--- src/rtl/mult_arb_pkg.sv ---
// Shared constants and state encoding for the two-port multiplier arbiter.
// State codes are plain constants so legacy tools and waveform viewers see raw values.
package mult_arb_pkg;

    localparam int DEF_WIDTH   = 16;
    localparam int DEF_TIMEOUT = 24;

    typedef logic [2:0] state_t;

    localparam state_t ST_IDLE  = 3'd0;
    localparam state_t ST_START = 3'd1;
    localparam state_t ST_BUSY  = 3'd2;
    localparam state_t ST_DONE  = 3'd3;
    localparam state_t ST_ABORT = 3'd4;

    // Watchdog counts 0..timeout-1, so a width of clog2(timeout) suffices.
    function automatic int wd_width(input int timeout);
        return (timeout > 1) ? $clog2(timeout) : 1;
    endfunction

endpackage

--- src/rtl/mult_arb_rr.sv ---
// Two-way round-robin picker: a lone request always wins, a tie goes to i_prio.
module mult_arb_rr (
    input  logic i_req0,
    input  logic i_req1,
    input  logic i_prio,
    output logic o_gnt0,
    output logic o_gnt1,
    output logic o_idx
);

    always_comb begin
        o_gnt0 = i_req0 && (!i_req1 || !i_prio);
        o_gnt1 = i_req1 && (!i_req0 ||  i_prio);
        o_idx  = o_gnt1;
    end

endmodule

--- src/rtl/mult_arb_16.sv ---
// Shares one start/ready sequential multiplier between two requesters, with a
// round-robin grant, operand/product registers and a watchdog against a hung multiplier.
module mult_arb_16
    import mult_arb_pkg::*;
#(
    parameter int WIDTH   = DEF_WIDTH,
    parameter int TIMEOUT = DEF_TIMEOUT
) (
    input  logic               clk,
    input  logic               reset,
    input  logic               req0,
    input  logic [WIDTH-1:0]   a0,
    input  logic [WIDTH-1:0]   b0,
    input  logic               req1,
    input  logic [WIDTH-1:0]   a1,
    input  logic [WIDTH-1:0]   b1,
    output logic               gnt0,
    output logic               gnt1,
    output logic               done0,
    output logic               done1,
    output logic               err0,
    output logic               err1,
    output logic [2*WIDTH-1:0] product,
    output logic               busy,
    output logic [WIDTH-1:0]   m_a,
    output logic [WIDTH-1:0]   m_b,
    output logic               m_start,
    output logic               m_clear,
    input  logic               m_ready,
    input  logic [2*WIDTH-1:0] m_product
);

    localparam int              WD_W    = wd_width(TIMEOUT);
    localparam logic [WD_W-1:0] WD_LAST = WD_W'(TIMEOUT - 1);

    state_t               r_state;
    logic                 r_prio;
    logic                 r_owner;
    logic [2*WIDTH-1:0]   r_product;
    logic [WIDTH-1:0]     r_a;
    logic [WIDTH-1:0]     r_b;
    logic [WD_W-1:0]      r_wd;

    logic w_rr_gnt0;
    logic w_rr_gnt1;
    logic w_rr_idx;
    logic w_idle;

    mult_arb_rr u_rr (
        .i_req0 (req0),
        .i_req1 (req1),
        .i_prio (r_prio),
        .o_gnt0 (w_rr_gnt0),
        .o_gnt1 (w_rr_gnt1),
        .o_idx  (w_rr_idx)
    );

    // Grants are Mealy and must stay low while reset is held, even though state is IDLE.
    always_comb begin
        w_idle  = (r_state == ST_IDLE) && !reset;
        gnt0    = w_idle && w_rr_gnt0;
        gnt1    = w_idle && w_rr_gnt1;
        done0   = (r_state == ST_DONE)  && !r_owner;
        done1   = (r_state == ST_DONE)  &&  r_owner;
        err0    = (r_state == ST_ABORT) && !r_owner;
        err1    = (r_state == ST_ABORT) &&  r_owner;
        busy    = (r_state != ST_IDLE);
        m_start = (r_state == ST_START);
        m_clear = reset || (r_state == ST_DONE) || (r_state == ST_ABORT);
        product = r_product;
        m_a     = r_a;
        m_b     = r_b;
    end

    // NOTE: every register here updates with <= so all of them see the same pre-edge values.
    always_ff @(posedge clk or posedge reset) begin
        if (reset) begin
            r_state   <= ST_IDLE;
            r_prio    <= 1'b0;
            r_owner   <= 1'b0;
            r_product <= '0;
            r_a       <= '0;
            r_b       <= '0;
            r_wd      <= '0;
        end else begin
            case (r_state)
                ST_IDLE: begin
                    if (w_rr_gnt0 || w_rr_gnt1) begin
                        r_a     <= w_rr_idx ? a1 : a0;
                        r_b     <= w_rr_idx ? b1 : b0;
                        r_owner <= w_rr_idx;
                        r_state <= ST_START;
                    end
                end
                ST_START: begin
                    r_wd    <= '0;
                    r_state <= ST_BUSY;
                end
                ST_BUSY: begin
                    if (m_ready) begin
                        r_product <= m_product;
                        r_state   <= ST_DONE;
                    end else if (r_wd == WD_LAST) begin
                        r_state <= ST_ABORT;
                    end else begin
                        r_wd <= r_wd + 1'b1;
                    end
                end
                ST_DONE, ST_ABORT: begin
                    r_prio  <= ~r_owner;
                    r_state <= ST_IDLE;
                end
                default: r_state <= ST_IDLE;
            endcase
        end
    end

endmodule

--- config.mk ---
export PLATFORM = sky130hd
export DESIGN_NAME = mult_arb_16
export DESIGN_NICKNAME = d
export VERILOG_FILES = /design/src/rtl/mult_arb_pkg.sv /design/src/rtl/mult_arb_rr.sv /design/src/rtl/mult_arb_16.sv
export SDC_FILE = /design/constraint.sdc
export NUM_CORES = 1
export LEC_CHECK = 0
export CORE_MARGIN = 2
export CORE_UTILIZATION = 41
export DETAILED_ROUTE_END_ITERATION = 8
export PLACE_DENSITY = 0.81
export SLEW_MARGIN = 20
export SYNTH_ARGS = -nofsm -noshare
export SYNTH_HDL_FRONTEND = slang
export SYNTH_SLANG_ARGS = --single-unit
export TNS_END_PERCENT = 20
--- constraint.sdc ---
create_clock -name clk -period 2.8 [get_ports clk]
set_input_delay 0.7 -clock clk [delete_from_list [all_inputs] [get_ports clk]]
set_output_delay 0.7 -clock clk [all_outputs]
set_load 0.1 [all_outputs]
==> flow_summary.html, run 1 <==
<p>Metrics extracted from the flow reports.</p>
<table>
<tr><th>Metric</th><th>Value</th></tr>
<tr><th colspan="2">Final timing</th></tr>
<tr><td>Remaining max-slew budget at the tightest pin</td><td>61.2%</td></tr>
<tr><td>Final Hold Vio Count</td><td>0</td></tr>
<tr><td>Actual transition at the worst max-transition pin</td><td>0.581 ns</td></tr>
<tr><td>Final number of setup-violating endpoints</td><td>0</td></tr>
<tr><th colspan="2">Global routing</th></tr>
<tr><td>GRT busiest layer</td><td>met2</td></tr>
<tr><td>Number of antenna violations at the first check in global routing</td><td>0</td></tr>
<tr><td>Number of global-route vias before repair</td><td>3,193</td></tr>
<tr><th colspan="2">Worst setup path</th></tr>
<tr><td>Largest fanout on the critical path</td><td>4</td></tr>
<tr><td>Startpoint of the most critical register-to-register path</td><td>r_state[0]</td></tr>
<tr><td>Crit Reg-Reg Endpoint</td><td>product[10]</td></tr>
<tr><td>Nature of the critical path endpoint</td><td>primary output</td></tr>
<tr><th colspan="2">Synthesis</th></tr>
<tr><td>Post-synth EDFFs</td><td>0</td></tr>
<tr><td>Yosys cell types</td><td>38</td></tr>
<tr><td>Mean post-synth cell area</td><td>10.6 um2</td></tr>
<tr><th colspan="2">Cells and area</th></tr>
<tr><td>Dominant kind of cell</td><td>registers</td></tr>
<tr><td>Ratio of cells with drive above 1 in the final layout</td><td>28.1%</td></tr>
<tr><td>Sequential cells</td><td>74</td></tr>
<tr><td>Final cell count without fillers</td><td>610</td></tr>
<tr><td>Net total in the final layout</td><td>600</td></tr>
<tr><th colspan="2">Routing</th></tr>
<tr><td>M1 wire length</td><td>4210 um</td></tr>
<tr><td>Initial detailed-routing violation count</td><td>90</td></tr>
<tr><th colspan="2">Die</th></tr>
<tr><td>Number of well taps</td><td>108</td></tr>
<tr><td>Effective utilization at floorplan</td><td>41.5%</td></tr>
<tr><th colspan="2">Clock network</th></tr>
<tr><td>Total of hold buffers inserted after clock tree synthesis</td><td>0</td></tr>
<tr><th colspan="2">Outcome</th></tr>
<tr><td>Outcome</td><td>complete, no violations</td></tr>
<tr><th colspan="2">Hold path</th></tr>
<tr><td>Type of the tightest min-delay check</td><td>register to register</td></tr>
</table>
run 1: registers in the layout, indices dropped and copies added, names as in the netlist:
signal	flops
r_owner	1
m_b	16
r_state	3
m_a	16
product	32
r_wd	5
r_prio	1
run 1: logic make-up (layout without fill, tap and decap cells):
| logic type | count (synthesis) | in the layout | share of synthesized area [%] |
|---|---|---|---|
| AND-OR/OR-AND | 110 | 110 | 17.5 |
| multiplexers | 36 | 36 | 11.3 |
| AND/OR/NAND/NOR | 74 | 74 | 13.9 |
| adder cells (fa/ha/maj) | 1 | 1 | 0.351 |
| flip-flops | 74 | 74 | 51.9 |
| buffers and inverters | 42 | 207 | 5.09 |
run 1: worst max-delay path, stage by stage:
cell	delay, ns
clkdlybuf4s50_1	0.52
inv_1	0.10
nor4_4	0.34
buf_12	0.22
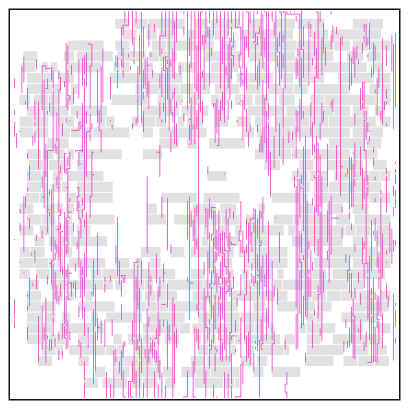
**Above:** run 1 (signal wires on met2).
Drawn at 4 px/um. Cells faint in the background.
The wires run mostly vertical. 502 nets have wire on it. The longest straight run is 50.5 um.
routed vias: 3,253
fraction of met2 tracks used by global routing: 36.2%
Detailed Route WL: 10,000 um

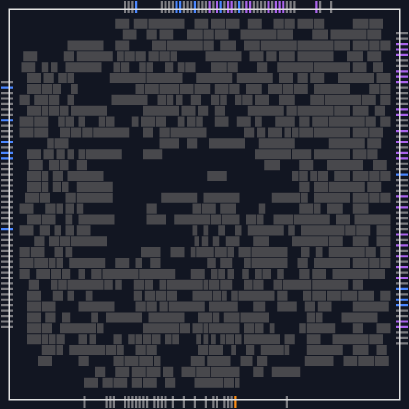
**Above:** run 1 (ports around the boundary).
Drawn at 4 px/um. Pins as bars across the die edge, other pins in gray.
Orange is done0, pins 1, direction output, edge south. Blue is b1, pins 16, direction input, edge 6 west, 6 north, 4 east. Purple is m_product, pins 32, direction input, edge 21 east, 11 north.
All pins by edge: 58 east, 46 west, 44 north, 26 south.
I/O Buffers: 173
vertical extent of the die: 97.3 um
Die Width: 97.3 um

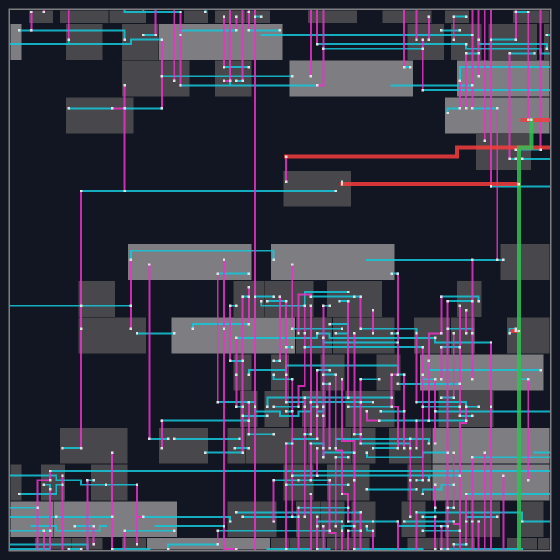
**Above:** run 1 (close-up of the layout).
Window x 29 to 69, y 29 to 69 um. Cells in gray, sequential cells in the stronger gray; small squares are vias.
Magenta is met2. Cyan is met1. Green is met4. Red is met3.
Netlist names of flops here include r_wd (4), m_b (3), r_state (2). Most frequent: dfrtp_1 (11), nand3_1 (7), clkbuf_8 (6). Sequential cells in the window: 11. 61 logic cells have their middle in the window.

==> run 1 -> run 2 <==
--- a/config.mk
+++ b/config.mk
@@ -6,9 +6,9 @@
 export NUM_CORES = 1
 export LEC_CHECK = 0
 export CORE_MARGIN = 2
-export CORE_UTILIZATION = 41
+export CORE_UTILIZATION = 50
 export DETAILED_ROUTE_END_ITERATION = 8
-export PLACE_DENSITY = 0.81
+export DONT_BUFFER_PORTS = 1
 export SLEW_MARGIN = 20
 export SYNTH_ARGS = -nofsm -noshare
 export SYNTH_HDL_FRONTEND = slang
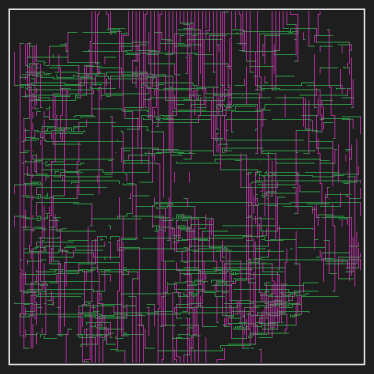
**Above:** run 2 (metal layers overlaid).
Drawn at 4 px/um. Only two layers are drawn.
Magenta is met2, wire length 4,140 um. Green is met1, wire length 3,360 um.

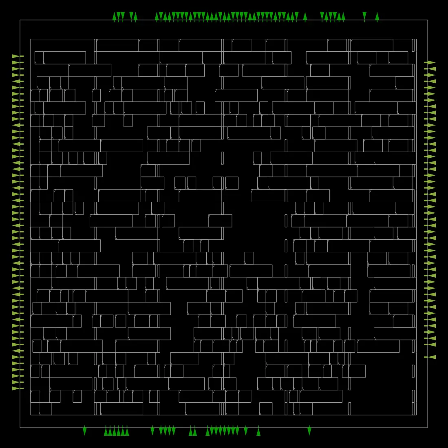
**Above:** run 2 (cell placement).
row count: 30
flop share of the area: 46.7%
utilization after layout: 58.1%

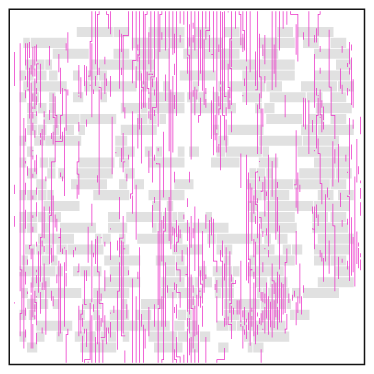
**Above:** run 2 (signal wires on met2).
Drawn at 4 px/um. Cells faint in the background.
349 nets have wire on it. The layer carries 4,140 um of wire. The longest straight run is 57.5 um.
Detailed Route WL: 8420 um
fraction of met2 tracks used by global routing: 35.3%
routed vias: 2,604

==> run 2 against run 1 <==
Effect of this change: clock skew hardly changed; synthesized cell count stayed put; design area is 28% lower; sequential share of layout area is 13 points higher; clock-buffer cell count stayed put; first-iteration DRC count is 62% higher; highest routed layer unchanged; die size is 17% lower; hold slack worse by 0.23 ns; fmax is 0.82% lower; largest cell class unchanged.
==> flow_summary.html, run 2 <==
<p>Metrics extracted from the flow reports.</p>
<table>
<tr><th>Metric</th><th>Value</th></tr>
<tr><th colspan="2">Worst setup path</th></tr>
<tr><td>Nature of the critical path endpoint</td><td>primary output</td></tr>
<tr><td>Family with the most delay on the worst path</td><td>flip-flops</td></tr>
<tr><td>Max stage delay cell, worst path</td><td>dfrtp_1</td></tr>
<tr><td>Longest individual stage delay on the worst path</td><td>0.68 ns</td></tr>
<tr><td>Cell-by-cell trace of the critical path</td><td>or3b_1, inv_1, buf_4</td></tr>
<tr><th colspan="2">Routing</th></tr>
<tr><td>M1 wire length</td><td>3360 um</td></tr>
<tr><td>Initial detailed-routing violation count</td><td>146</td></tr>
<tr><th colspan="2">Final timing</th></tr>
<tr><td>Remaining max-slew budget at the tightest pin</td><td>37.3%</td></tr>
<tr><td>Actual transition at the worst max-transition pin</td><td>0.941 ns</td></tr>
<tr><td>Final number of setup-violating endpoints</td><td>0</td></tr>
<tr><th colspan="2">Cells and area</th></tr>
<tr><td>Final cell count without fillers</td><td>433</td></tr>
<tr><td>Ratio of cells with drive above 1 in the final layout</td><td>22.8%</td></tr>
<tr><td>Max FFs per register</td><td>32</td></tr>
<tr><td>Net total in the final layout</td><td>434</td></tr>
<tr><td>Dominant kind of cell</td><td>registers</td></tr>
<tr><th colspan="2">Die</th></tr>
<tr><td>Vertical extent of the die</td><td>88.5 um</td></tr>
<tr><td>Number of well taps</td><td>96</td></tr>
<tr><th colspan="2">Synthesis</th></tr>
<tr><td>Yosys cell types</td><td>38</td></tr>
<tr><td>Post-synth EDFFs</td><td>0</td></tr>
<tr><th colspan="2">Global routing</th></tr>
<tr><td>Number of antenna violations at the first check in global routing</td><td>0</td></tr>
<tr><th colspan="2">Outcome</th></tr>
<tr><td>Outcome</td><td>complete, no violations</td></tr>
</table>
[run 2: cell count changes in the layout (fill, tap and decap cells not counted), sizes merged]
cell	previous run	this run
buf	86	20
clkdlybuf4s50	100	0
clkinvlp	2	1
inv	6	8
[run 2: path summary, 6_finish.rpt]
kind	startpoint	to	depth (start not counted)
setup / recovery	r_state[0]	m_start	3
hold / removal	reset	product[14]	1
setup reg to reg	r_state[0]	product[22]	4
hold reg to reg	r_wd[1]	r_wd[1]	2
max in group asynchronous	reset	m_b[9]	2
min in group clk	m_ready	r_state[2]	1
[run 2: kinds of logic (layout without fill, tap and decap cells)]
family,count (synthesis),after routing,synth area share [%]
buf+inv,42,42,5.09
fa+ha+maj,1,1,0.351
mux,36,36,11.3
flops,74,74,51.9
compound gates,110,110,17.5
simple gates,74,74,13.9
==> run 2 -> run 3 <==
--- a/config.mk
+++ b/config.mk
@@ -5,10 +5,12 @@
 export SDC_FILE = /design/constraint.sdc
 export NUM_CORES = 1
 export LEC_CHECK = 0
+export CAP_MARGIN = 20
 export CORE_MARGIN = 2
 export CORE_UTILIZATION = 50
 export DETAILED_ROUTE_END_ITERATION = 8
 export DONT_BUFFER_PORTS = 1
+export PLACE_DENSITY_LB_ADDON = 0.25
 export SLEW_MARGIN = 20
 export SYNTH_ARGS = -nofsm -noshare
 export SYNTH_HDL_FRONTEND = slang
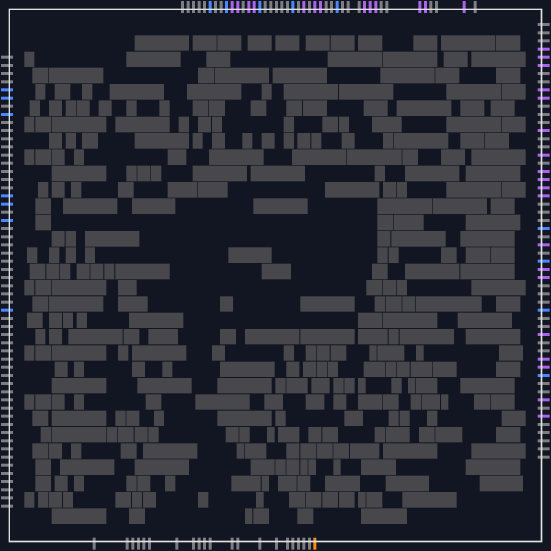
**Above:** run 3 (ports around the boundary).
Drawn at 6 px/um. Pins as bars across the die edge, other pins in gray.
Blue is b1, pins 16, direction input, edge 7 west, 5 north, 4 east. Purple is m_product, pins 32, direction input, edge 19 east, 13 north. Orange is done0, pins 1, direction output, edge south.
All pins by edge: 56 west, 54 east, 43 north, 21 south.
I/O Buffers: 0
Die Width: 88.5 um
vertical extent of the die: 88.5 um

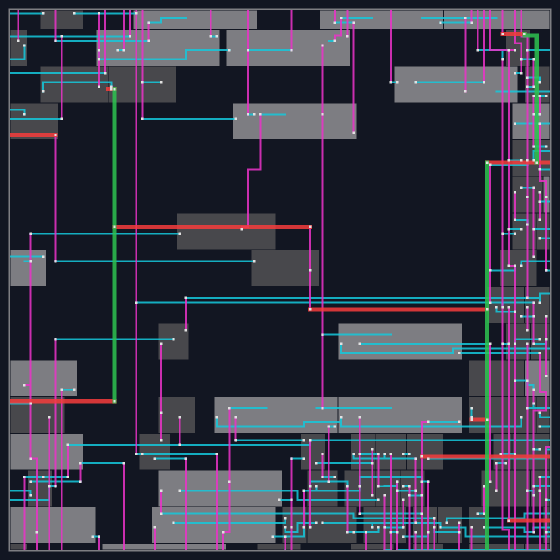
**Above:** run 3 (close-up of the layout).
Window x 24 to 64, y 24 to 64 um. Cells in gray, sequential cells in the stronger gray; small squares are vias.

==> run 3 against run 2 <==
Effect of this change: critical endpoint unchanged; highest routed layer unchanged; final cell count is 0.46% lower; worst setup slack better by 0.035 ns; register-to-register slack about the same.
==> flow_summary.html, run 3 <==
<p>Metrics extracted from the flow reports.</p>
<table>
<tr><th>Metric</th><th>Value</th></tr>
<tr><th colspan="2">Worst setup path</th></tr>
<tr><td>Family with the most delay on the worst path</td><td>flip-flops</td></tr>
<tr><td>Cell-by-cell trace of the critical path</td><td>or3b_1, inv_1, buf_4</td></tr>
<tr><td>Nature of the critical path endpoint</td><td>primary output</td></tr>
<tr><td>Count of buffer and inverter cells on the critical path</td><td>2</td></tr>
<tr><td>Length in cells of the worst reg-to-reg path</td><td>5</td></tr>
<tr><td>Longest individual stage delay on the worst path</td><td>0.65 ns</td></tr>
<tr><td>Startpoint of the most critical register-to-register path</td><td>r_state[0]</td></tr>
<tr><td>Max stage delay cell, worst path</td><td>dfrtp_1</td></tr>
<tr><td>Crit Reg-Reg Endpoint</td><td>m_a[13]</td></tr>
<tr><td>Largest fanout on the critical path</td><td>17</td></tr>
<tr><th colspan="2">Synthesis</th></tr>
<tr><td>Simple-gate share of the synthesized area</td><td>13.9%</td></tr>
<tr><td>Post-synth EDFFs</td><td>0</td></tr>
<tr><td>XOR/XNOR Fraction of Synth Area</td><td>0%</td></tr>
<tr><td>AND-OR/OR-AND share of the synthesized area</td><td>17.5%</td></tr>
<tr><td>Main logic family after synthesis</td><td>AND-OR/OR-AND gates</td></tr>
<tr><td>Yosys cell types</td><td>38</td></tr>
<tr><td>Area fraction in full adders, half adders and majority gates</td><td>0.351%</td></tr>
<tr><td>Mean post-synth cell area</td><td>10.6 um2</td></tr>
<tr><th colspan="2">Die</th></tr>
<tr><td>Row count</td><td>30</td></tr>
<tr><td>Effective utilization at floorplan</td><td>52.2%</td></tr>
<tr><td>Number of well taps</td><td>96</td></tr>
<tr><th colspan="2">Cells and area</th></tr>
<tr><td>Net total in the final layout</td><td>432</td></tr>
<tr><td>Flop share of the area</td><td>46.7%</td></tr>
<tr><td>Max FFs per register</td><td>32</td></tr>
<tr><td>Sequential cells</td><td>74</td></tr>
<tr><td>Dominant kind of cell</td><td>registers</td></tr>
<tr><td>Ratio of cells with drive above 1 in the final layout</td><td>22.4%</td></tr>
<tr><th colspan="2">Global routing</th></tr>
<tr><td>GRT busiest layer</td><td>met2</td></tr>
<tr><td>Number of antenna violations at the first check in global routing</td><td>0</td></tr>
<tr><td>Number of global-route vias before repair</td><td>2,456</td></tr>
<tr><th colspan="2">Routing</th></tr>
<tr><td>Initial detailed-routing violation count</td><td>127</td></tr>
<tr><td>M1 wire length</td><td>3310 um</td></tr>
<tr><th colspan="2">Final timing</th></tr>
<tr><td>Final Hold Vio Count</td><td>0</td></tr>
<tr><td>Actual transition at the worst max-transition pin</td><td>0.946 ns</td></tr>
<tr><td>Final number of setup-violating endpoints</td><td>0</td></tr>
<tr><th colspan="2">Outcome</th></tr>
<tr><td>Outcome</td><td>complete, no violations</td></tr>
<tr><th colspan="2">Hold path</th></tr>
<tr><td>Type of the tightest min-delay check</td><td>input pin to async pin</td></tr>
</table>
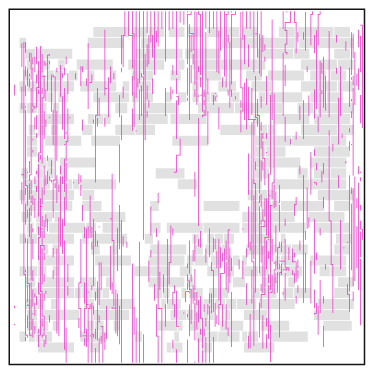
**Above:** run 3 (signal wires on met2).
Drawn at 4 px/um. Cells faint in the background.
routed vias: 2,628
fraction of met2 tracks used by global routing: 34.8%
Detailed Route WL: 8410 um

## run 3: cell counts after synthesis
No cell type changed its count.
## run 3: how the worst max path moves through the flow
stage | from | endpoint | depth (start not counted)
finish | r_state[0] | m_start | 3
detailed placement | r_state[0] | m_start | 3
global route | r_state[0] | m_start | 3
floorplan | r_state[1] | gnt1 | 4
CTS | r_state[0] | m_start | 3
global placement | r_state[0] | m_start | 3
## run 3: metrics by stage
step                      TNS [ns]  utilization, %  hold WS, ns  instances
after global routing             0            58.0        0.370        431
after global placement           0            55.0        0.539        415
after detailed placement         0            55.0        0.547        415
after floorplan             -0.841               -        0.522        337
after CTS                        0            58.0        0.328        431
final                            0            58.0        0.324        431
